===== src/rtl/moore_bcd_counter.sv =====
// moore_bcd_counter: divided-tick Moore up/down BCD counter with load, limit flags and 7-segment outputs.
// Define MOORE_BCD_BLANK_EN to blank leading-zero digits (digit 0 always shown).
module moore_bcd_counter #(
    parameter int DIGITS    = 2,
    parameter int DIV       = 25000000,
    parameter int MAX_COUNT = 99,
    parameter int WRAP      = 1
) (
    input  logic                clock_i,
    input  logic                reset_ni,
    input  logic                up_i,
    input  logic                down_i,
    input  logic                load_i,
    input  logic [4*DIGITS-1:0] load_value_i,
    output logic [4*DIGITS-1:0] count_o,
    output logic [7*DIGITS-1:0] display_o,
    output logic                tick_o,
    output logic                at_max_o,
    output logic                at_min_o
);
    localparam int W  = 4 * DIGITS;
    localparam int DW = DIV > 1 ? $clog2(DIV) : 1;
    localparam logic [DW-1:0] DIV_LAST = DW'(DIV - 1);

    function automatic logic [W-1:0] to_bcd(input int v);
        logic [W-1:0] r;
        int x;
        r = '0;
        x = v;
        for (int i = 0; i < DIGITS; i++) begin
            r[4*i+:4] = 4'(x % 10);
            x = x / 10;
        end
        return r;
    endfunction

    function automatic logic [6:0] seg7(input logic [3:0] d);
        case (d)
            4'd0:    seg7 = 7'b1000000;
            4'd1:    seg7 = 7'b1111001;
            4'd2:    seg7 = 7'b0100100;
            4'd3:    seg7 = 7'b0110000;
            4'd4:    seg7 = 7'b0011001;
            4'd5:    seg7 = 7'b0010010;
            4'd6:    seg7 = 7'b0000010;
            4'd7:    seg7 = 7'b1111000;
            4'd8:    seg7 = 7'b0000000;
            4'd9:    seg7 = 7'b0010000;
            default: seg7 = 7'b1111111;
        endcase
    endfunction

    localparam logic [W-1:0] MAX_BCD = to_bcd(MAX_COUNT);

    typedef enum logic [1:0] {IDLE, UP, DOWN} state_t;

    state_t            state_q, state_d;
    logic [DW-1:0]     div_q, div_d;
    logic              tick_q, tick_d;
    logic [W-1:0]      count_q, count_d, inc_v, dec_v;
    logic [DIGITS-1:0] cy, bw, bad_dig;
    logic              load_bad;

    assign cy[0] = 1'b1;
    assign bw[0] = 1'b1;

    for (genvar g = 0; g < DIGITS; g++) begin : g_dig
        logic [3:0] d;
        assign d = count_q[4*g+:4];
        assign inc_v[4*g+:4] = cy[g] ? (d == 4'd9 ? 4'd0 : d + 4'd1) : d;
        assign dec_v[4*g+:4] = bw[g] ? (d == 4'd0 ? 4'd9 : d - 4'd1) : d;
        assign bad_dig[g] = load_value_i[4*g+:4] > 4'd9;
        if (g < DIGITS - 1) begin : g_chain
            assign cy[g+1] = cy[g] & (d == 4'd9);
            assign bw[g+1] = bw[g] & (d == 4'd0);
        end
`ifdef MOORE_BCD_BLANK_EN
        if (g == 0) begin : g_lsd
            assign display_o[7*g+:7] = seg7(d);
        end else begin : g_msd
            assign display_o[7*g+:7] = count_q[W-1:4*g] == '0 ? 7'b1111111 : seg7(d);
        end
`else
        assign display_o[7*g+:7] = seg7(d);
`endif
    end

    assign load_bad = |bad_dig || load_value_i > MAX_BCD;
    assign at_max_o = count_q == MAX_BCD;
    assign at_min_o = count_q == '0;
    assign count_o  = count_q;
    assign tick_o   = tick_q;

    // Limits are checked before stepping, so a MAX_COUNT that is not all nines still wraps cleanly.
    always_comb begin
        state_d = up_i & ~down_i ? UP : (down_i & ~up_i ? DOWN : IDLE);
        div_d   = (load_i || div_q == DIV_LAST) ? '0 : div_q + 1'b1;
        tick_d  = div_d == DIV_LAST;
        count_d = count_q;
        if (load_i)
            count_d = load_bad ? MAX_BCD : load_value_i;
        else if (tick_q && state_q == UP)
            count_d = at_max_o ? (WRAP != 0 ? '0 : count_q) : inc_v;
        else if (tick_q && state_q == DOWN)
            count_d = at_min_o ? (WRAP != 0 ? MAX_BCD : count_q) : dec_v;
    end

    always_ff @(posedge clock_i) begin
        if (!reset_ni) begin
            state_q <= IDLE;
            div_q   <= '0;
            tick_q  <= 1'b0;
            count_q <= '0;
        end else begin
            state_q <= state_d;
            div_q   <= div_d;
            tick_q  <= tick_d;
            count_q <= count_d;
        end
    end
endmodule


===== config.mk =====
export PLATFORM = sky130hd
export DESIGN_NAME = moore_bcd_counter
export DESIGN_NICKNAME = d
export VERILOG_FILES = /design/src/rtl/moore_bcd_counter.sv
export SDC_FILE = /design/constraint.sdc
export NUM_CORES = 1
export LEC_CHECK = 0
export CORE_MARGIN = 2
export CORE_UTILIZATION = 35
export DETAILED_ROUTE_END_ITERATION = 12
export GPL_TIMING_DRIVEN = 0
export PLACE_DENSITY_LB_ADDON = 0.15
export SKIP_LAST_GASP = 1
export SYNTH_ARGS = -nofsm -noshare
export SYNTH_HDL_FRONTEND = slang
export SYNTH_SLANG_ARGS = --single-unit

===== constraint.sdc =====
create_clock -name clock_i -period 8.75 [get_ports clock_i]
set_input_delay 1.75 -clock clock_i [delete_from_list [all_inputs] [get_ports clock_i]]
set_output_delay 1.75 -clock clock_i [all_outputs]
set_load 0.05 [all_outputs]

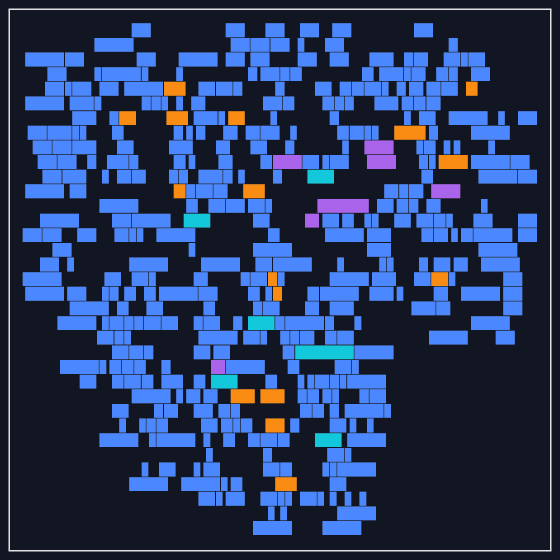
**Above:** cell sizes after repair.
| colour | size | cells | share |
|---|---|---|---|
| blue | x1 and smaller | 393 | 93% |
| purple | x3 and x4 | 7 | 1.7% |
| orange | x2 | 16 | 3.8% |
| cyan | x6 and larger | 6 | 1.4% |
worst setup margin: 4.41 ns
P&R area growth vs syn: 18.6%
Buffers, non-clock: 53
post-layout instance area: 3850 um^2

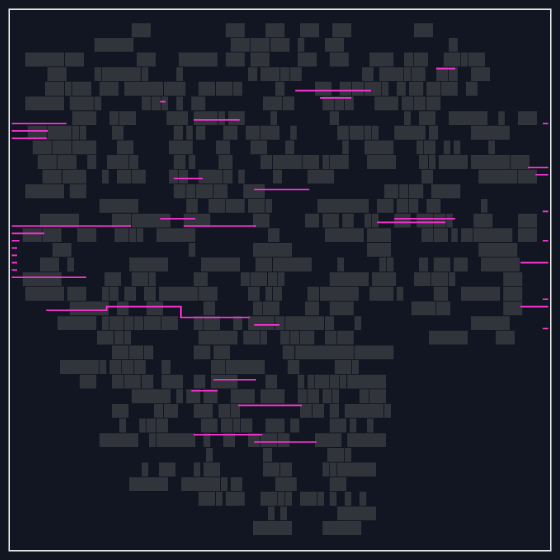
**Above:** M3 wires.
Cells faint in the background.
longest straight run: 21.8 um
share of all routed wire: 3.5%
nets with wire on the layer: 32
Post-Route WL: 7.58 mm
M3 GR Usage: 0.0313
DR vias: 2937

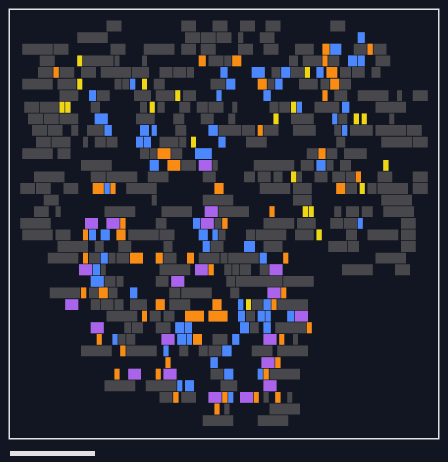
**Above:** selected gate families.
Bar = 20 um.
| colour | family | cells |
|---|---|---|
| purple | xor and xnor cells | 21 |
| yellow | inv cells | 20 |
| blue | nand cells | 65 |
| orange | nor cells | 54 |

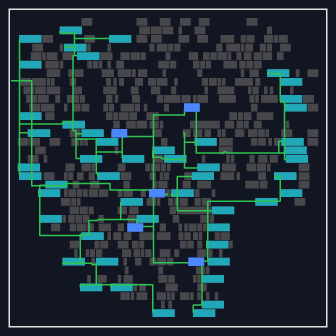
**Above:** clock wires, drivers and flops.
[blue] clock-net drivers | count: 5
[cyan] flip-flops | count: 50
[green] clock wires | length: 685 um
routed clock nets: 6

## critical path, cell delays in order
cell	delay (ns)
clkdlybuf4s50_1	0.42
o21ai_1	0.40
a31oi_1	0.15
a311o_1	0.40
a311oi_4	0.43
inv_1	0.15
ha_1	0.24
o2bb2ai_1	0.12
or3b_1	0.39
mux2i_1	0.13
## power by group through the flow
| stage | Combinational, mW | Clock (mW) | Sequential, mW |
|---|---|---|---|
| final | 0.139 | 0.167 | 0.245 |
| after global routing | 0.150 | 0.183 | 0.246 |
| after CTS | 0.140 | 0.175 | 0.245 |
| after detailed placement | 0.139 | 0 | 0.250 |
| after global placement | 0.139 | 0 | 0.250 |
| after floorplan | 0.0622 | 0 | 0.286 |
## synthesized netlist by cell type (all sizes together) (3+ instances only)
library cell   n
nor4b          3
and4           6
mux2i         11
a21o           3
nand3         27
a31oi          5
nor4           6
clkbuf        15
nand3b         3
and3          10
nand2b         8
nor3           5
nor2          32
nand4b         3
nand4          7
or3            5
nor2b          6
xnor2         12
o211ai         9
a311oi         4
o311ai         3
dfxtp         50
xor2           9
mux2           4
a22oi          4
inv           19
o21a           3
a21oi         11
o21ai         12
nand2         17
a211oi         4
buf            3
ha            17
and2           4
## logic make-up (layout without fill, tap and decap cells)
| group | after synthesis | count (layout) |
|---|---|---|
| AOI/OAI and AO/OA | 84 | 84 |
| buffers and inverters | 38 | 81 |
| muxes | 15 | 15 |
| adders and majority gates | 17 | 17 |
| xor gates and xnor gates | 21 | 21 |
| and+or+nand+nor | 154 | 154 |
| DFF | 50 | 50 |
## worst paths after layout
kind / start / end / slack [ns]
worst max-delay path: load_value_i[2] / display_o[12] / 4.41
worst min-delay path: div_q[0] / div_q[0] / 0.48
worst max register to register: count_o[0] / display_o[12] / 5.54
worst min register to register: div_q[0] / div_q[0] / 0.48
## metal layers
metal	up-vias	global-route usage	wire length, um
li1	1492	-	-
met5	-	0	0
met4	0	0.0421	102
met2	48	0.247	3360
met1	1388	0.222	3850
met3	9	0.0313	267
## state kept, by name (all words and copies together) (netlist names)
name       count
div_q         25
display_o     14
count_o        8
state_q        2
tick_o         1
## stage by stage
step / hold slack, ns / worst slack, ns / instance area (um^2) / instances / total power [mW]
after global placement: 0.459 / 4.16 / 3740 / 525 / 0.389
after floorplan: 0.433 / 4.69 / 3250 / 379 / 0.348
final: 0.483 / 4.41 / 3850 / 533 / 0.551
after detailed placement: 0.467 / 4.13 / 3740 / 525 / 0.390
after CTS: 0.485 / 4.45 / 3850 / 533 / 0.559
after global routing: 0.514 / 4.22 / 3850 / 533 / 0.579
## layout make-up
type / instances / area share
sequential: 50 / 0.260
clock buffer: 5 / 0.0179
timing repair buffer: 35 / 0.0910
tap: 111 / 0.0361
clock inverter: 3 / 0.0117
inverter: 20 / 0.0195
multi-input combinational: 291 / 0.546
buffer: 18 / 0.0182
==> out/qor.txt <==
initial antenna violation count -> 0
DP HPWL -> 5.76 mm
Adder Area Share -> 0.0655
post-synth cell types -> 76
Post-CTS Setup Inserts -> 0
# rows -> 35
Setup CP Type -> in -> reg
crit path launch type -> input port
Hold Crit Class -> reg -> reg
XORs/XNORs by Area -> 0.0566
Top cell area share -> 0.308
status -> complete, no violations
most used flip-flop cell -> dfxtp_1
number of fill cells -> 938
sequential standard cell area -> 1000 um^2
PostCTS Resize Cnt -> 0
CP endpoint kind -> flop
Die Footprint -> 10100 um^2
top cells, area -> dfxtp_1 31%, ha_1 6.6%, nand3_1 4.2%
Power Dens Cells -> 143 nW/um^2
share of cells above drive strength 1 -> 0.0687
Power figures rest on the tool's default switching activity, not on a simulated workload.
